**src/rtl/hsid_x_obi_inf_pkg.sv**
```systemverilog
// OBI request/response types shared by the HSID-X bus masters.
package hsid_x_obi_inf_pkg;

    typedef struct packed {
        logic        req;
        logic        we;
        logic [3:0]  be;
        logic [31:0] addr;
        logic [31:0] wdata;
    } obi_req_t;

    typedef struct packed {
        logic        gnt;
        logic        rvalid;
        logic [31:0] rdata;
    } obi_resp_t;

endpackage

```
**src/rtl/hsid_x_result_wb.sv**
```systemverilog
// Writes the four-word MSE result record over OBI, one transaction at a time.
// Optional transaction watchdog enabled by defining HSID_X_WB_TIMEOUT_EN.
module hsid_x_result_wb
    import hsid_x_obi_inf_pkg::*;
#(
    parameter int unsigned WORD_WIDTH            = 32,
    parameter int unsigned HSI_LIBRARY_SIZE      = 4095,
    parameter int unsigned TIMEOUT_CYCLES        = 256,
    localparam int unsigned HSI_LIBRARY_SIZE_ADDR = $clog2(HSI_LIBRARY_SIZE)
) (
    input  logic                             clk,
    input  logic                             rst_n,
    input  logic                             start,
    input  logic [WORD_WIDTH-1:0]            result_addr,
    input  logic [HSI_LIBRARY_SIZE_ADDR-1:0] mse_min_ref,
    input  logic [HSI_LIBRARY_SIZE_ADDR-1:0] mse_max_ref,
    input  logic [WORD_WIDTH-1:0]            mse_min_value,
    input  logic [WORD_WIDTH-1:0]            mse_max_value,
    output obi_req_t                         obi_req_o,
    input  obi_resp_t                        obi_rsp_i,
    output logic                             busy,
    output logic                             done,
    output logic                             error,
    output logic                             overrun
);

    typedef enum logic [1:0] {StIdle, StReq, StWait, StFinish} state_t;

    state_t                           state_q;
    logic [1:0]                       idx_q;
    logic [WORD_WIDTH-1:0]            base_q;
    logic [HSI_LIBRARY_SIZE_ADDR-1:0] min_ref_q;
    logic [HSI_LIBRARY_SIZE_ADDR-1:0] max_ref_q;
    logic [WORD_WIDTH-1:0]            min_val_q;
    logic [WORD_WIDTH-1:0]            max_val_q;
    obi_req_t                         req_q;
    logic                             busy_q;
    logic                             done_q;
    logic                             overrun_q;
    logic [WORD_WIDTH-1:0]            base_in;

`ifdef HSID_X_WB_TIMEOUT_EN
    localparam int unsigned CNT_W = $clog2(TIMEOUT_CYCLES + 1);
    localparam logic [CNT_W-1:0] CNT_MAX = CNT_W'(TIMEOUT_CYCLES - 1);
    logic [CNT_W-1:0] cnt_q;
    logic             error_q;
`endif

    assign base_in = {result_addr[WORD_WIDTH-1:2], 2'b00};

    function automatic logic [WORD_WIDTH-1:0] word_addr(input logic [WORD_WIDTH-1:0] base,
                                                        input logic [1:0] idx);
        return base + {{(WORD_WIDTH-4){1'b0}}, idx, 2'b00};
    endfunction

    function automatic logic [WORD_WIDTH-1:0] word_data(input logic [1:0] idx);
        logic [WORD_WIDTH-1:0] d;
        d = '0;
        unique case (idx)
            2'd0: d = WORD_WIDTH'(min_ref_q);
            2'd1: d = min_val_q;
            2'd2: d = WORD_WIDTH'(max_ref_q);
            2'd3: d = max_val_q;
        endcase
        return d;
    endfunction

    function automatic obi_req_t make_req(input logic [WORD_WIDTH-1:0] addr,
                                          input logic [WORD_WIDTH-1:0] wdata);
        obi_req_t r;
        r       = '0;
        r.req   = 1'b1;
        r.we    = 1'b1;
        r.be    = 4'hF;
        r.addr  = 32'(addr);
        r.wdata = 32'(wdata);
        return r;
    endfunction

    always_ff @(posedge clk or negedge rst_n) begin
        if (!rst_n) begin
            state_q   <= StIdle;
            idx_q     <= '0;
            base_q    <= '0;
            min_ref_q <= '0;
            max_ref_q <= '0;
            min_val_q <= '0;
            max_val_q <= '0;
            req_q     <= '0;
            busy_q    <= 1'b0;
            done_q    <= 1'b0;
            overrun_q <= 1'b0;
`ifdef HSID_X_WB_TIMEOUT_EN
            cnt_q     <= '0;
            error_q   <= 1'b0;
`endif
        end else begin
            done_q <= 1'b0;
`ifdef HSID_X_WB_TIMEOUT_EN
            error_q <= 1'b0;
`endif
            unique case (state_q)
                StIdle: begin
                    if (start) begin
                        base_q    <= base_in;
                        min_ref_q <= mse_min_ref;
                        max_ref_q <= mse_max_ref;
                        min_val_q <= mse_min_value;
                        max_val_q <= mse_max_value;
                        idx_q     <= '0;
                        overrun_q <= 1'b0;
                        busy_q    <= 1'b1;
                        req_q     <= make_req(base_in, WORD_WIDTH'(mse_min_ref));
                        state_q   <= StReq;
`ifdef HSID_X_WB_TIMEOUT_EN
                        cnt_q     <= '0;
`endif
                    end
                end
                StReq: begin
                    if (obi_rsp_i.gnt) begin
                        req_q   <= '0;
                        state_q <= StWait;
`ifdef HSID_X_WB_TIMEOUT_EN
                        cnt_q   <= '0;
                    end else if (cnt_q == CNT_MAX) begin
                        req_q   <= '0;
                        done_q  <= 1'b1;
                        error_q <= 1'b1;
                        state_q <= StFinish;
                    end else begin
                        cnt_q   <= cnt_q + CNT_W'(1);
`endif
                    end
                end
                StWait: begin
                    // rvalid only ever closes the single outstanding write
                    if (obi_rsp_i.rvalid) begin
                        idx_q <= idx_q + 2'd1;
`ifdef HSID_X_WB_TIMEOUT_EN
                        cnt_q <= '0;
`endif
                        if (idx_q != 2'd3) begin
                            req_q   <= make_req(word_addr(base_q, idx_q + 2'd1),
                                                word_data(idx_q + 2'd1));
                            state_q <= StReq;
                        end else begin
                            done_q  <= 1'b1;
                            state_q <= StFinish;
                        end
`ifdef HSID_X_WB_TIMEOUT_EN
                    end else if (cnt_q == CNT_MAX) begin
                        done_q  <= 1'b1;
                        error_q <= 1'b1;
                        state_q <= StFinish;
                    end else begin
                        cnt_q   <= cnt_q + CNT_W'(1);
`endif
                    end
                end
                StFinish: begin
                    busy_q  <= 1'b0;
                    state_q <= StIdle;
                end
                default: state_q <= StIdle;
            endcase
            if (start && state_q != StIdle) begin
                overrun_q <= 1'b1;
            end
        end
    end

    assign obi_req_o = req_q;
    assign busy      = busy_q;
    assign done      = done_q;
    assign overrun   = overrun_q;
`ifdef HSID_X_WB_TIMEOUT_EN
    assign error     = error_q;
`else
    assign error     = 1'b0;
`endif

    logic unused_cfg;
    assign unused_cfg = ^{obi_rsp_i.rdata, TIMEOUT_CYCLES};

endmodule
```
**config.mk**
```make
export PLATFORM = sky130hd
export DESIGN_NAME = hsid_x_result_wb
export DESIGN_NICKNAME = d
export VERILOG_FILES = /design/src/rtl/hsid_x_obi_inf_pkg.sv /design/src/rtl/hsid_x_result_wb.sv
export SDC_FILE = /design/constraint.sdc
export NUM_CORES = 1
export LEC_CHECK = 0
export CORE_ASPECT_RATIO = 0.8
export CORE_UTILIZATION = 52
export DETAILED_ROUTE_END_ITERATION = 16
export PLACE_DENSITY = 0.82
export SYNTH_ARGS = -nofsm -noshare
export SYNTH_HDL_FRONTEND = slang
export SYNTH_SLANG_ARGS = --single-unit
```
**constraint.sdc**
```tcl
create_clock -name clk -period 5.13 [get_ports clk]
set_clock_uncertainty 0.05 [all_clocks]
set_input_delay 1.026 -clock clk [delete_from_list [all_inputs] [get_ports clk]]
set_output_delay 1.026 -clock clk [all_outputs]
set_load 0.02 [all_outputs]
```
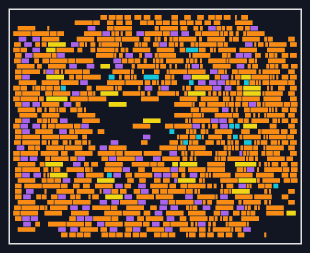
(cells by drive strength)
(2 px per µm)
legend:
  orange:
    size: drive 1 or less
    cells: 743
  purple:
    size: drive 2
    cells: 122
  yellow:
    size: drive 6 and up
    cells: 25
  cyan:
    size: drive 3 to 4
    cells: 15

==> deck_impl_summary.md <==
Implementation Results

Cells and area
  – Sequential cell area: 4700 µm²
  – Filler cell count: 1,153

Synthesis
  – Top cell area share: 55.2%
  – Simple-Gate Area Share: 8.96%
  – Synth Warn #: 0
  – Seq/Total Area, Yosys: 55.2%
  – Post-synthesis cell area: 8530 µm²
  – Yosys cell count: 725
  – Post-synth top flop: dfrtp_1
  – YS chip area: 8530 µm²
  – Most instantiated library cell after synthesis: dfrtp_1
  – Synth Area in XOR/XNOR: 2.57%

Floorplan
  – Ports: 231
  – # rows: 41
  – FP Util: 53.6%

Drt
  – DRT iter0 DRCs: 464
  – Router iterations before antenna repair: 5

Setup path
  – CP endpoint kind: register
  – Worst setup path endpoint: obi_req_o[17]$_DFFE_PN0P_
  – Critical R2R Capture: obi_req_o[17]$_DFFE_PN0P_
  – Worst reg-to-reg path cell count: 5

Clocking
  – Root buf cell: clkbuf_16
  – Clock Latency Late Sink: 0.42 ns
  – CTS sink cnt: 188
  – # H-tree levels: 4

Timing
  – Tcrit/Tclk final: 59.6%
  – Worst-margin pin slew: 1.14 ns
  – Fin Hold WS: 0.426 ns

Global route
  – Met2 usage: 39.2%
  – Pin count of the biggest net entering global routing: 101
  – Global-route wire length before repair: 33,300 µm

Placement
  – DP Area: 10,600 µm²

Run status
  – Outcome: finished clean
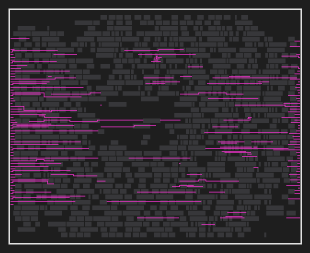
(metal 3)
(2 px per µm) Cells faint in the background.
share of all routed wire: 9.8%
wire length on this layer: 1,970 µm
longest straight run: 46.9 µm
main direction: horizontal

where the power goes:
part	leakage, nW	switching (mW)	internal (mW)
Clock	0.280	0.548	0.758
Combinational	2.05	1.65	1.48
Sequential	2.28	0.465	2.19
cell type report:
| cell class | instances | area share (%) |
|---|---|---|
| sequential | 188 | 42.1 |
| inverter | 13 | 0.437 |
| clock inverter | 9 | 0.986 |
| timing repair buffer | 202 | 18.1 |
| tap | 215 | 2.41 |
| multi-input combinational | 470 | 31.7 |
| clock buffer | 23 | 4.28 |
kinds of logic after synthesis:
kind of cell	after synthesis
AND-OR/OR-AND	156
XOR/XNOR	25
adder cells (fa/ha/maj)	12
buffers and inverters	69
flip-flops	188
multiplexers	119
other	1
AND/OR/NAND/NOR	155
Power and IR drop assume default switching activity.
